$ cat config.mk
export PLATFORM = sky130hd
export DESIGN_NAME = packet_serializer
export DESIGN_NICKNAME = d
export VERILOG_FILES = /design/src/rtl/packet_serializer_pkg.sv /design/src/rtl/packet_serializer.sv
export SDC_FILE = /design/constraint.sdc
export NUM_CORES = 1
export LEC_CHECK = 0
export CORE_UTILIZATION = 45
export DETAILED_ROUTE_END_ITERATION = 7
export PLACE_DENSITY_LB_ADDON = 0.12
export SETUP_SLACK_MARGIN = 0.1
export SKIP_CTS_REPAIR_TIMING = 1
export SLEW_MARGIN = 20
export SYNTH_ARGS = -nofsm -noshare
export SYNTH_HDL_FRONTEND = slang
export SYNTH_SLANG_ARGS = --single-unit
$ cat constraint.sdc
create_clock -name clk_i -period 2.4 [get_ports clk_i]
set_clock_uncertainty 0.1 [all_clocks]
set_input_delay 0.6 -clock clk_i [delete_from_list [all_inputs] [get_ports clk_i]]
set_output_delay 0.6 -clock clk_i [all_outputs]
set_load 0.01 [all_outputs]
$ cat src/rtl/packet_serializer_pkg.sv
// Shared types and framing constants for the packet serializer.
package packet_serializer_pkg;

    typedef enum logic [1:0] {
        StIdle,
        StHeader,
        StPayload,
        StWait
    } state_e;

    localparam int unsigned LenWidth = 16;
    localparam int unsigned LenLsb   = 0;

endpackage

$ cat src/rtl/packet_serializer.sv
// Pops framed packet words from the ring buffer and emits them MSB-first as flits,
// flagging the last flit of each packet with eop_o.
module packet_serializer
    import packet_serializer_pkg::*;
#(
    parameter int unsigned DATA_SIZE = 32,
    parameter int unsigned FLIT_SIZE = 8
) (
    input  logic                 clk_i,
    input  logic                 rst_ni,
    input  logic                 flush_i,
    input  logic                 rx_i,
    output logic                 rx_ack_o,
    input  logic [DATA_SIZE-1:0] data_i,
    output logic                 tx_o,
    input  logic                 tx_ack_i,
    output logic [FLIT_SIZE-1:0] data_o,
    output logic                 eop_o
);

    localparam int unsigned NumFlits = DATA_SIZE / FLIT_SIZE;
    localparam int unsigned CntWidth = $clog2(NumFlits);
    localparam logic [CntWidth-1:0] LastFlit = CntWidth'(NumFlits - 1);

    if (DATA_SIZE % FLIT_SIZE != 0) begin : g_bad_ratio
        $error("DATA_SIZE must be an integer multiple of FLIT_SIZE");
    end
    if (NumFlits < 2 || (NumFlits & (NumFlits - 1)) != 0) begin : g_bad_count
        $error("DATA_SIZE/FLIT_SIZE must be a power of two and at least 2");
    end

    state_e                state_q, state_d;
    logic [DATA_SIZE-1:0]  word_q, word_d;
    logic [CntWidth-1:0]   cnt_q, cnt_d;
    logic [LenWidth-1:0]   rem_q, rem_d;

    logic holding, last_flit, accept, accept_last, load, to_header;

    assign holding     = (state_q == StHeader) || (state_q == StPayload);
    assign last_flit   = (cnt_q == LastFlit);
    assign accept      = holding && tx_ack_i;
    assign accept_last = accept && last_flit;
    assign load        = rst_ni && rx_i && !flush_i &&
                         ((state_q == StIdle) || (state_q == StWait) || accept_last);
    // rem_q counts payload words still to come, so zero while holding means the packet ends here.
    assign to_header   = (state_q == StIdle) || (holding && (rem_q == '0));

    assign rx_ack_o = load;
    assign tx_o     = holding;
    assign data_o   = word_q[DATA_SIZE-1 -: FLIT_SIZE];
    assign eop_o    = holding && last_flit && (rem_q == '0);

    always_comb begin
        state_d = state_q;
        word_d  = word_q;
        cnt_d   = cnt_q;
        rem_d   = rem_q;
        if (flush_i) begin
            state_d = StIdle;
            word_d  = '0;
            cnt_d   = '0;
            rem_d   = '0;
        end else begin
            if (accept) begin
                word_d = word_q << FLIT_SIZE;
                cnt_d  = cnt_q + 1'b1;
            end
            if (accept_last) begin
                state_d = (rem_q == '0) ? StIdle : StWait;
            end
            if (load) begin
                word_d = data_i;
                cnt_d  = '0;
                if (to_header) begin
                    state_d = StHeader;
                    rem_d   = data_i[LenLsb +: LenWidth];
                end else begin
                    state_d = StPayload;
                    rem_d   = rem_q - 1'b1;
                end
            end
        end
    end

    always_ff @(posedge clk_i or negedge rst_ni) begin
        if (!rst_ni) begin
            state_q <= StIdle;
            word_q  <= '0;
            cnt_q   <= '0;
            rem_q   <= '0;
        end else begin
            state_q <= state_d;
            word_q  <= word_d;
            cnt_q   <= cnt_d;
            rem_q   <= rem_d;
        end
    end

endmodule

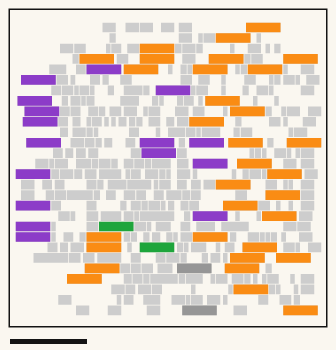
run_1/registers.png
The bar under the picture is 20 µm long. Other sequential cells in the stronger grey, the rest of the logic in the fainter grey.
legend:
  orange:
    name_in_the_netlist: word_q
    placed_flops: 32
  green:
    name_in_the_netlist: state_q
    placed_flops: 2
  purple:
    name_in_the_netlist: rem_q
    placed_flops: 16
not coloured: 2

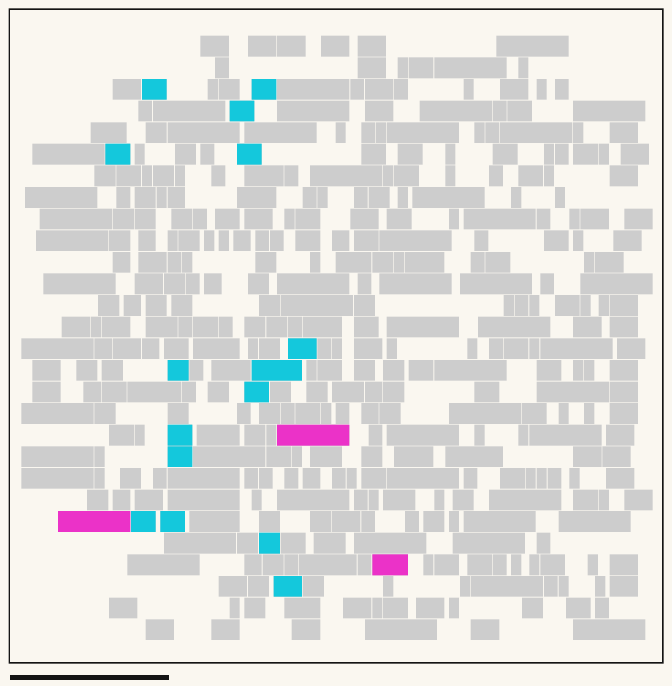
run_1/gate_families.png
The bar under the picture is 20 µm long.
legend:
  cyan:
    family: AND-OR and OR-AND gates
    cells: 15
  magenta:
    family: adder and majority cells
    cells: 3

==> flow_metrics.py, run 1 <==
# Flow results
metrics = {
    "run": {
        "cap_violations": 0,
        "warning_count": 27,
    },
    "logic_synthesis": {
        "edf_count": 0,
        "syn_nets": 353,
        "ys_area_um2": 2885,
        "ys_cells": 313,
        "yosys_warnings": 0,
        "syn-mean-instance-area_um2": 9.218,
        "synth_cell_types": 53,
        "syn_inst": 313,
        "ys.flops": 52,
        "flop_cell": "dfrtp_1",
        "syn_area_um2": 2885,
        "ys_seq_frac": 0.4510,
        "ys_async_sr_fraction": 1.000,
    },
    "sta": {
        "max_freq_ghz": 0.4312,
        "finalClockPeriodUsage": 0.9664,
        "slew_headroom": 0.5669,
        "tightest_slew_ns": 0.6497,
        "fin_ws_ns": 0.08064,
        "rsz0062_at_grt": "true",
        "slew_viol_final": 0,
        "final_hold_viol_count": 0,
        "min_period_ns": 2.319,
        "finalSetupViolCount": 0,
    },
    "final_layout": {
        "final_nets": 415,
        "layoutNonFillerInstCount": 451,
        "mostFrequentLayoutCell": "dfrtp_1",
        "layout_top_cells": "52 x dfrtp_1, 43 x clkdlybuf4s50_1, 36 x nand2_1, 36 x buf_4, 35 x nand3_1",
        "drive_gt1_frac": 0.1888,
        "diodes": 0,
        "n_fill_cell": 519,
        "final_core_util": 0.6208,
        "areaGrowthSynthToFinish_pct": 30.40,
        "final_area_um2": 3762,
    },
    "setup_path": {
        "startpoint": "rem_q[6]",
        "worstPathRequired_ns": 1.70,
        "crit_path_start_kind": "flop",
        "arrival_ns": 1.62,
        "worst-r2r-setup-slack_ns": 0.20,
        "r2r.worst_path.cells": 8,
        "r2r-end": "rem_q[13]",
        "path_class": "flop to output pin",
        "crit_fanout": 2,
        "r2r_start": "state_q[1]",
        "end_kind": "output pin",
    },
    "place": {
        "hpwl_um": 5301,
        "numPortBuffers": 47,
        "post_dp_cell_area_um2": 3556,
        "pre_cts_ws_ns": -0.2993,
        "place_inst": 438,
        "place.gp.congestion": 0.8710,
    },
    "clocking": {
        "htreeDepth": 2,
        "cts_tree": "done",
        "cts-root-buf": "clkbuf_8",
        "cts.clk_slew.worst_paths_ns": 0.09,
        "cts_made_buffers": 5,
        "cts_num_sinks": 52,
        "clk_path_buf_depth": 2,
        "clk_latency_ns": 0.30,
    },
    "power_and_ir_drop": {
        "ir_drop_v": 0.0002935,
        "p_per_area_nw_per_um2": 561.9,
        "p_leak_nw": 1.621,
        "intPower_mw": 1.467,
        "switching_share": 0.3059,
        "combPwrFrac": 0.293,
        "p_seq_frac": 0.461,
        "p_switching_uw": 646.7,
        "clockPowerShare": 0.246,
        "design_power_total_mw": 2.114,
    },
    "grt": {
        "first_global_vias": 2536,
        "grt.total_usage": 0.2455,
        "antenna_found_initial": 0,
        "grt_first_pass_wirelength_um": 12340,
        "grt_overflow": 0,
        "grt_max_degree": 53,
    },
    "floorplanning": {
        "dieArea_um2": 6736,
        "fp_util": 0.4761,
        "dieWidth_um": 82.08,
        "die_y_um": 82.08,
        "rows": 28,
        "io_pins": 48,
        "core_area_um2": 6061,
    },
    "run_status": {
        "outcome": "completed",
    },
    "route": {
        "drtAntennaViolNets": 0,
        "num_vias": 2673,
        "drt_iter0_drc": 241,
        "drc": 0,
        "via_per_inst": 5.927,
        "avgRoutedWirePerCell_um": 16.90,
        "firstDrtPassIters": 4,
        "routed_wl_um": 7620,
    },
    "hold_path": {
        "hp-class": "input pin to async pin",
    },
}
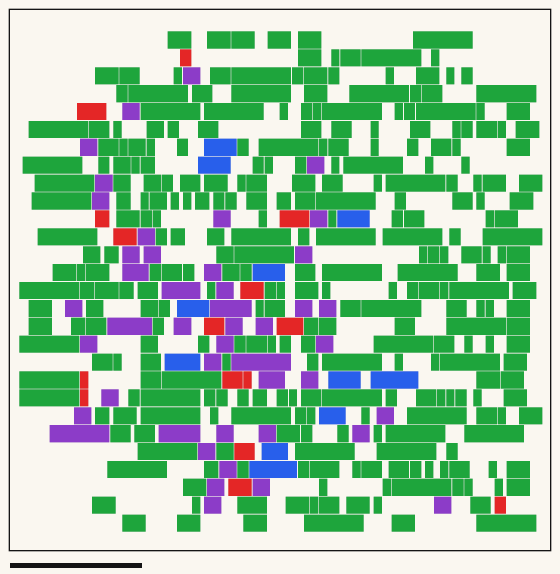
run_1/drive_strength.png
The bar under the picture is 20 µm long.
legend:
  green:
    size: drive 1 or less
    cells: 305
    share: 81%
    most_used: dfrtp_1
  purple:
    size: drive 3 to 4
    cells: 45
    share: 12%
    most_used: buf_4
  blue:
    size: drive 6 and up
    cells: 11
    share: 2.9%
    most_used: clkbuf_8
  red:
    size: drive 2
    cells: 15
    share: 4.0%
    most_used: inv_2

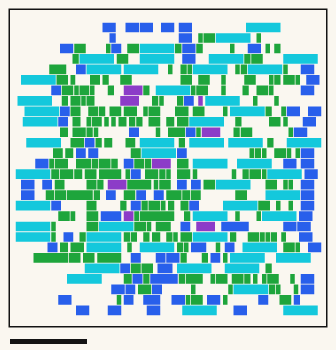
run_1/cell_classes.png
The bar under the picture is 20 µm long.
legend:
  purple:
    class: clock drivers and dummy loads
    cells: 8
  cyan:
    class: flops
    cells: 52
  green:
    class: all other logic
    cells: 229
  blue:
    class: other buffers and delay cells
    cells: 87

## run 1: how the worst max path moves through the flow
stage | depth (start not counted) | end | slack, ns
global placement | 5 | rx_ack_o | -0.30
detailed placement | 5 | rx_ack_o | -0.30
finish | 4 | eop_o | 0.08
CTS | 6 | eop_o | -0.39
floorplan | 6 | rx_ack_o | 0.12
global route | 6 | eop_o | 0.04
## run 1: synth_stat cells, types with 3 or more instances
master	count	area share
and3_1	3	0.0065
nand3_1	36	0.062
a311oi_1	25	0.076
or4_1	3	0.0078
o31ai_1	3	0.0078
a21oi_1	7	0.012
ha_1	3	0.013
nor2_1	31	0.040
nor4_1	4	0.0087
nor3_1	3	0.0052
inv_1	8	0.010
buf_6	3	0.012
o22ai_1	3	0.0065
dfrtp_1	52	0.45
nand2_1	36	0.047
clkbuf_1	16	0.021
a22o_1	9	0.027
buf_1	4	0.0052
mux2i_1	7	0.024
buf_4	9	0.023
o21ai_0	9	0.016
## run 1: power groups by stage
stage / Combinational [mW] / Clock (mW) / Sequential, mW
after floorplan: 0.340 / 0 / 0.985
after global placement: 0.572 / 0 / 0.989
after global routing: 0.676 / 0.564 / 0.983
final: 0.619 / 0.520 / 0.975
after detailed placement: 0.577 / 0 / 0.991
after CTS: 0.580 / 0.529 / 0.973
## run 1: critical path, cell delays in order (launching register included)
cell,delay [ns]
dfrtp_1,0.40
nor4_2,0.38
and3_4,0.25
and3_4,0.18
buf_6,0.10
## run 1: cell type report
class | count | area, µm² | area share
multi-input cells | 220 | 1439 | 0.3824
flip-flops and latches | 52 | 1301 | 0.3459
clock inverters | 1 | 7.507 | 0.001995
repair buffers | 87 | 800.8 | 0.2128
inverters | 9 | 33.78 | 0.008979
clock buffers | 7 | 86.33 | 0.02295
well taps | 75 | 93.84 | 0.02494
## run 1: kinds of logic (layout without fill, tap and decap cells)
logic type	Yosys count	count (layout)	share of synthesized area
xor+xnor	1	1	0.003036
flops	52	52	0.4510
simple gates	129	129	0.2151
compound gates	79	79	0.2168
mux	8	8	0.02819
fa+ha+maj	3	3	0.01301
buf+inv	41	104	0.07285
## run 1: stage by stage
stage / TNS [ns] / hold WS (ns)
final: 0 / 0.3401
after global routing: 0 / 0.4084
after floorplan: 0 / 0.2044
after global placement: -2.764 / 0.3885
after detailed placement: -2.813 / 0.3850
after CTS: -0.8324 / 0.3722
## run 1: layer usage
| layer | global-route usage | vias up | wire, µm |
|---|---|---|---|
| met5 | 0 | - | 0 |
| met4 | 0.08947 | 0 | 197 |
| met3 | 0.03333 | 18 | 324 |
| met2 | 0.3884 | 72 | 3504 |
| met1 | 0.3413 | 1293 | 3594 |
| li1 | - | 1290 | - |
## run 1: sequential cells by signal, summed over array words and instances (netlist names)
register and cells:
state_q 2, rem_q 16, word_q 32, cnt_q 2
==> inputs of run 2 (changes only) <==
--- a/config.mk
+++ b/config.mk
@@ -14,3 +14,4 @@
 export SYNTH_ARGS = -nofsm -noshare
 export SYNTH_HDL_FRONTEND = slang
 export SYNTH_SLANG_ARGS = --single-unit
+export TNS_END_PERCENT = 20
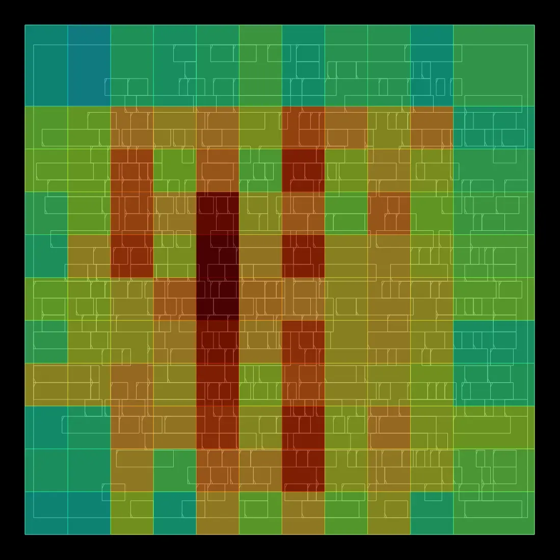
run_2/final_congestion.png
routing usage on met1: 0.3413
gr usage total: 0.2455
met3 Usage GRT: 0.03333

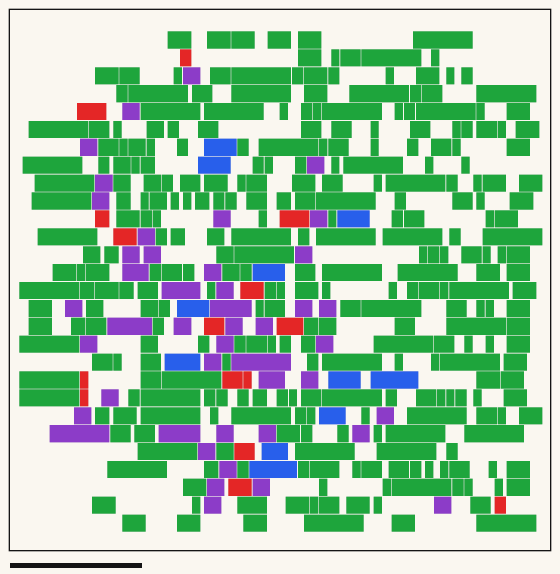
run_2/drive_strength.png
The bar under the picture is 20 µm long.
legend:
  blue:
    size: drive 6 and up
    cells: 11
    share: 2.9%
    most_used: clkbuf_8
  green:
    size: drive 1 or less
    cells: 305
    share: 81%
    most_used: dfrtp_1
  red:
    size: drive 2
    cells: 15
    share: 4.0%
    most_used: inv_2
  purple:
    size: drive 3 to 4
    cells: 45
    share: 12%
    most_used: buf_4

==> run 2 against run 1 <==
Combinational power about the same. Routed wire length unchanged. Utilization unchanged. Global-route usage stayed put. Synthesized cell count stayed put.
==> flow_metrics.py, run 2 <==
# Flow results
metrics = {
    "run_status": {
        "outcome": "completed",
    },
    "clocking": {
        "cts_made_buffers": 5,
        "cts_tree": "done",
        "cts_num_sinks": 52,
        "clk_latency_ns": 0.30,
        "cts-root-buf": "clkbuf_8",
        "cts.clk_slew.worst_paths_ns": 0.09,
        "clk_path_buf_depth": 2,
        "htreeDepth": 2,
    },
    "setup_path": {
        "crit_fanout": 2,
        "arrival_ns": 1.62,
        "worstPathRequired_ns": 1.70,
        "end_kind": "output pin",
        "path_class": "flop to output pin",
        "crit_path_start_kind": "flop",
    },
    "power_and_ir_drop": {
        "ir_drop_v": 0.0002935,
        "p_per_area_nw_per_um2": 561.9,
        "p_leak_nw": 1.621,
    },
    "sta": {
        "finalClockPeriodUsage": 0.9664,
        "finalSetupViolCount": 0,
        "max_freq_ghz": 0.4312,
        "min_period_ns": 2.319,
        "fin_tns_setup_ns": 0,
        "rsz0062_at_grt": "true",
        "slew_viol_final": 0,
        "slew_headroom": 0.5669,
        "tightest_slew_ns": 0.6497,
        "final_hold_viol_count": 0,
        "fin_hold_ws_ns": 0.3401,
    },
    "route": {
        "num_vias": 2673,
        "routed_wl_um": 7620,
        "drt_iter0_drc": 241,
        "firstDrtPassIters": 4,
        "via_per_inst": 5.927,
        "drc": 0,
        "avgRoutedWirePerCell_um": 16.90,
        "drtAntennaViolNets": 0,
    },
    "logic_synthesis": {
        "post-synth-top-area-cell": "dfrtp_1",
        "syn-mean-instance-area_um2": 9.218,
        "syn_nets": 353,
        "ys_top_cells_by_count": "52 x dfrtp_1, 36 x nand2_1, 36 x nand3_1",
        "top_area_frac": 0.4510,
        "ys_seq_frac": 0.4510,
        "flop_cell": "dfrtp_1",
        "top_logic_kind": "AND-OR/OR-AND gates",
        "ys.flops": 52,
        "syn_inst": 313,
        "ys_async_sr_fraction": 1.000,
        "syn_area_um2": 2885,
        "ys_cells": 313,
        "yosysMostFrequentCell": "dfrtp_1",
        "synth_cell_types": 53,
        "ys_sh_aoi": 0.2168,
        "top_cells_by_area": "dfrtp_1 45%, a311oi_1 7.6%, nand3_1 6.2%",
        "simple_gate_share": 0.2151,
        "edf_count": 0,
        "yosys_warnings": 0,
        "ys_sh_xor": 0.003036,
        "ys_sh_adder": 0.01301,
        "synthMuxAreaShare": 0.02819,
        "ys_area_um2": 2885,
    },
    "final_layout": {
        "largest_registers": "word_q x32, rem_q x16",
        "mostFrequentLayoutCell": "dfrtp_1",
        "layout_top_cells": "52 x dfrtp_1, 43 x clkdlybuf4s50_1, 36 x nand2_1, 36 x buf_4, 35 x nand3_1",
        "areaGrowthSynthToFinish_pct": 30.40,
        "diodes": 0,
        "final_area_um2": 3762,
        "drive_gt1_frac": 0.1888,
        "final_nets": 415,
        "largest_reg_flops": 32,
        "regMostFlops": "word_q",
    },
    "floorplanning": {
        "fp_util": 0.4761,
        "die_y_um": 82.08,
        "core_area_um2": 6061,
        "rows": 28,
        "dieWidth_um": 82.08,
        "dieArea_um2": 6736,
        "io_pins": 48,
    },
    "place": {
        "place.gp.congestion": 0.8710,
        "hpwl_um": 5301,
        "post_dp_cell_area_um2": 3556,
        "numPortBuffers": 47,
    },
    "run": {
        "warning_count": 27,
        "cap_violations": 0,
    },
    "grt": {
        "grt_first_pass_wirelength_um": 12340,
        "grt_overflow": 0,
        "grt_max_degree": 53,
        "antenna_found_initial": 0,
        "first_global_vias": 2536,
    },
    "hold_path": {
        "hp-class": "input pin to async pin",
    },
}
==> run 2: cell counts in the layout (fill, tap and decap cells not counted) <==
Identical to the previous run, type by type.
==> run 2: path summary, 6_finish.rpt <==
kind | from | endpoint | slack, ns | depth (start not counted)
max in group asynchronous | rst_ni | rem_q[3] | 1.43 | 2
setup reg to reg | state_q[1] | rem_q[13] | 0.20 | 8
hold reg to reg | rem_q[11] | rem_q[11] | 0.41 | 1
setup / recovery | rem_q[6] | eop_o | 0.08 | 4
hold / removal | rst_ni | word_q[27] | 0.34 | 2
min in group clk_i | rem_q[11] | rem_q[11] | 0.41 | 1
==> run 2: area by class of cell <==
type                            instances  area, µm²
Fill cell                             519       2298
Multi-Input combinational cell        220       1439
Sequential cell                        52       1301
Timing Repair Buffer                   87      800.8
Tap cell                               75      93.84
Clock buffer                            7      86.33
Inverter                                9      33.78
Clock inverter                          1      7.507
==> run 2: cell families (layout without fill, tap and decap cells) <==
group,Yosys count,in the layout
DFF,52,52
and+or+nand+nor,129,129
AOI/OAI and AO/OA,79,79
adders and majority gates,3,3
xor gates and xnor gates,1,1
buffers and inverters,41,104
muxes,8,8
==> run 2: worst max-delay path, stage by stage (launching register included) <==
cell and delay (ns):
dfrtp_1 0.40, nor4_2 0.38, and3_4 0.25, and3_4 0.18
buf_6 0.10
==> run 2: routing by layer <==
metal | GRT usage | vias up | share of wire | wire, µm
met3 | 0.03333 | 18 | 0.043 | 324
met2 | 0.3884 | 72 | 0.46 | 3504
li1 | - | 1290 | - | -
met5 | 0 | - | 0 | 0
met4 | 0.08947 | 0 | 0.026 | 197
met1 | 0.3413 | 1293 | 0.47 | 3594
==> run 2: per-stage QoR <==
stage | std cells | worst slack [ns] | power (mW) | utilization
after global routing | 451 | 0.04250 | 2.222 | 0.6208
final | 451 | 0.08064 | 2.114 | 0.6208
after detailed placement | 438 | -0.2993 | 1.568 | 0.5867
after floorplan | 313 | 0.1238 | 1.326 | -
after global placement | 438 | -0.3027 | 1.561 | 0.5867
after CTS | 446 | -0.3906 | 2.083 | 0.6022
==> run 2: power breakdown <==
part	total [mW]	internal (mW)	leakage, nW	switching [mW]
clock network	0.520	0.235	0.0445	0.285
logic	0.619	0.298	0.874	0.322
registers	0.975	0.935	0.703	0.0404
total	2.11	1.47	1.62	0.647
==> inputs of run 3 (changes only) <==
--- a/config.mk
+++ b/config.mk
@@ -10,7 +10,6 @@
 export PLACE_DENSITY_LB_ADDON = 0.12
 export SETUP_SLACK_MARGIN = 0.1
 export SKIP_CTS_REPAIR_TIMING = 1
-export SLEW_MARGIN = 20
 export SYNTH_ARGS = -nofsm -noshare
 export SYNTH_HDL_FRONTEND = slang
 export SYNTH_SLANG_ARGS = --single-unit
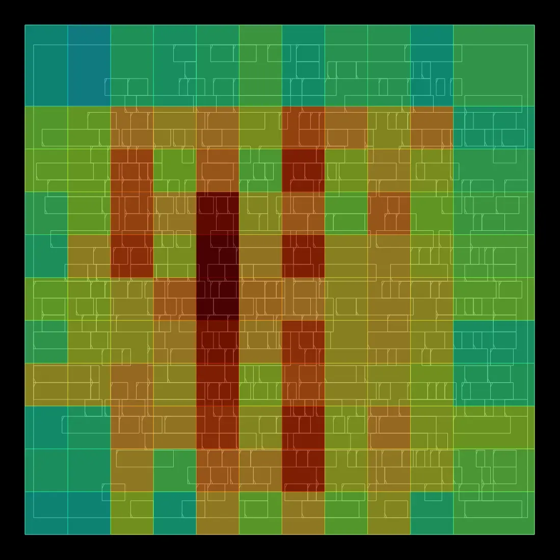
run_3/final_congestion.png
met2 Use GR: 0.3884
Final Core Density: 0.6208

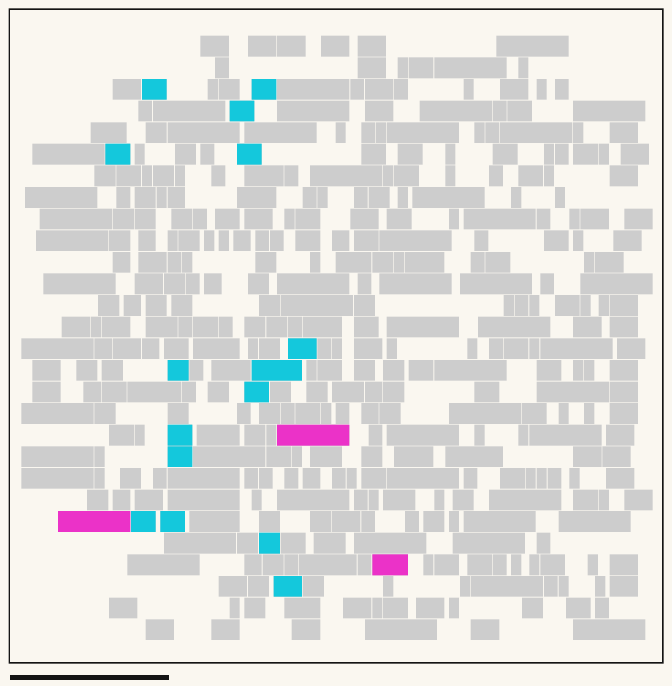
run_3/gate_families.png
The bar under the picture is 20 µm long.
legend:
  magenta:
    family: adder and majority cells
    cells: 3
  cyan:
    family: AND-OR and OR-AND gates
    cells: 15

==> run 3 against run 2 <==
Sequential cell count stayed put. Synthesized cell count unchanged. Die size unchanged. Critical path type unchanged. Combinational power about the same. Critical path depth is the same. Largest power group unchanged.
==> flow_metrics.py, run 3 <==
# Flow results
metrics = {
    "setup_path": {
        "crit_chain": "nor4_2, and3_4, and3_4, buf_6",
        "r2r_start": "state_q[1]",
        "r2r.worst_path.cells": 8,
        "arrival_ns": 1.62,
        "critPathTopFamily": "simple AND/OR/NAND/NOR gates",
        "crit_path_start_kind": "flop",
        "end_kind": "output pin",
        "r2r-end": "rem_q[13]",
        "path_common_cell": "and3_4",
        "crit_fanout": 2,
        "startpoint": "rem_q[6]",
    },
    "floorplanning": {
        "die_y_um": 82.08,
        "io_pins": 48,
        "dieWidth_um": 82.08,
        "core_area_um2": 6061,
        "dieArea_um2": 6736,
        "rows": 28,
    },
    "logic_synthesis": {
        "ys_sh_xor": 0.003036,
        "ys_cells": 313,
        "ys_sh_aoi": 0.2168,
        "syn_inst": 313,
        "ys_sh_adder": 0.01301,
        "syn-mean-instance-area_um2": 9.218,
        "syn_area_um2": 2885,
        "ys_area_um2": 2885,
        "syn_nets": 353,
        "yosysMostFrequentCell": "dfrtp_1",
        "simple_gate_share": 0.2151,
        "flop_cell": "dfrtp_1",
        "top_logic_kind": "AND-OR/OR-AND gates",
        "top_area_frac": 0.4510,
        "ys_async_sr_fraction": 1.000,
        "ys_top_cells_by_count": "52 x dfrtp_1, 36 x nand2_1, 36 x nand3_1",
        "yosys_warnings": 0,
    },
    "route": {
        "drc": 0,
        "avgRoutedWirePerCell_um": 16.90,
        "num_vias": 2673,
        "via_per_inst": 5.927,
        "firstDrtPassIters": 4,
        "routed_wl_um": 7620,
    },
    "final_layout": {
        "layout_top_cells": "52 x dfrtp_1, 43 x clkdlybuf4s50_1, 36 x nand2_1, 36 x buf_4, 35 x nand3_1",
        "areaGrowthSynthToFinish_pct": 30.40,
        "largest_registers": "word_q x32, rem_q x16",
        "flop_area_um2": 1301,
        "final_nets": 415,
        "layoutNonFillerInstCount": 451,
        "n_fill_cell": 519,
        "diodes": 0,
    },
    "sta": {
        "tightest_slew_ns": 0.6497,
        "rsz0062_at_grt": "true",
        "final_hold_viol_count": 0,
        "finalClockPeriodUsage": 0.9664,
        "max_freq_ghz": 0.4312,
        "slew_viol_final": 0,
        "finalSetupViolCount": 0,
        "slew_headroom": 0.5669,
    },
    "clocking": {
        "cts_tree": "done",
        "cts_num_sinks": 52,
        "clk_latency_ns": 0.30,
        "clk_path_buf_depth": 2,
        "cts_made_buffers": 5,
    },
    "grt": {
        "grt.total_usage": 0.2455,
        "antenna_found_initial": 0,
        "first_global_vias": 2536,
    },
    "run": {
        "warning_count": 27,
        "cap_violations": 0,
    },
    "place": {
        "numPortBuffers": 47,
        "place_inst": 438,
        "hpwl_um": 5301,
    },
    "power_and_ir_drop": {
        "clockPowerShare": 0.246,
        "p_leak_nw": 1.621,
        "combPwrFrac": 0.293,
        "ir_drop_v": 0.0002935,
    },
    "hold_path": {
        "hp-class": "input pin to async pin",
    },
    "run_status": {
        "outcome": "completed",
    },
}
==> run 3: cell counts in the layout (fill, tap and decap cells not counted) <==
No cell type changed its count.
==> run 3: worst max-delay path by stage <==
stage                to  slack [ns]  cells after the start
6_report          eop_o        0.08                      4
5_1_grt           eop_o        0.04                      6
4_1_cts           eop_o       -0.39                      6
3_5_place_dp   rx_ack_o       -0.30                      5
3_3_place_gp   rx_ack_o       -0.30                      5
2_1_floorplan  rx_ack_o        0.12                      6
==> run 3: cells by family after synthesis <==
family,Yosys count
buffers and inverters,41
AOI/OAI and AO/OA,79
adders and majority gates,3
xor gates and xnor gates,1
and+or+nand+nor,129
DFF,52
muxes,8
==> run 3: area by class of cell <==
| class | instances | share of cell area |
|---|---|---|
| clock buffer | 7 | 0.02295 |
| sequential | 52 | 0.3459 |
| tap | 75 | 0.02494 |
| inverter | 9 | 0.008979 |
| multi-input combinational | 220 | 0.3824 |
| clock inverter | 1 | 0.001995 |
| timing repair buffer | 87 | 0.2128 |
==> run 3: metrics by stage <==
step                setup WS [ns]  cell area, µm²  total power, mW  TNS [ns]  hold WS, ns
floorplan                  0.1238            2885            1.326         0       0.2044
global placement          -0.3027            3556            1.561    -2.764       0.3885
detailed placement        -0.2993            3556            1.568    -2.813       0.3850
CTS                       -0.3906            3650            2.083   -0.8324       0.3722
global route              0.04250            3762            2.222         0       0.4084
finish                    0.08064            3762            2.114         0       0.3401
==> run 3: power groups by stage <==
stage / Clock (mW) / Sequential [mW] / Combinational, mW
6_report: 0.520 / 0.975 / 0.619
5_1_grt: 0.564 / 0.983 / 0.676
4_1_cts: 0.529 / 0.973 / 0.580
3_5_place_dp: 0 / 0.991 / 0.577
3_3_place_gp: 0 / 0.989 / 0.572
2_1_floorplan: 0 / 0.985 / 0.340
==> run 3: layer usage <==
metal / track usage / vias to the layer above / wire [µm]
li1: - / 1290 / -
met1: 0.3413 / 1293 / 3594
met2: 0.3884 / 72 / 3504
met3: 0.03333 / 18 / 324
met4: 0.08947 / 0 / 197
met5: 0 / - / 0
Power figures rest on the tool's default switching activity, not on a simulated workload.
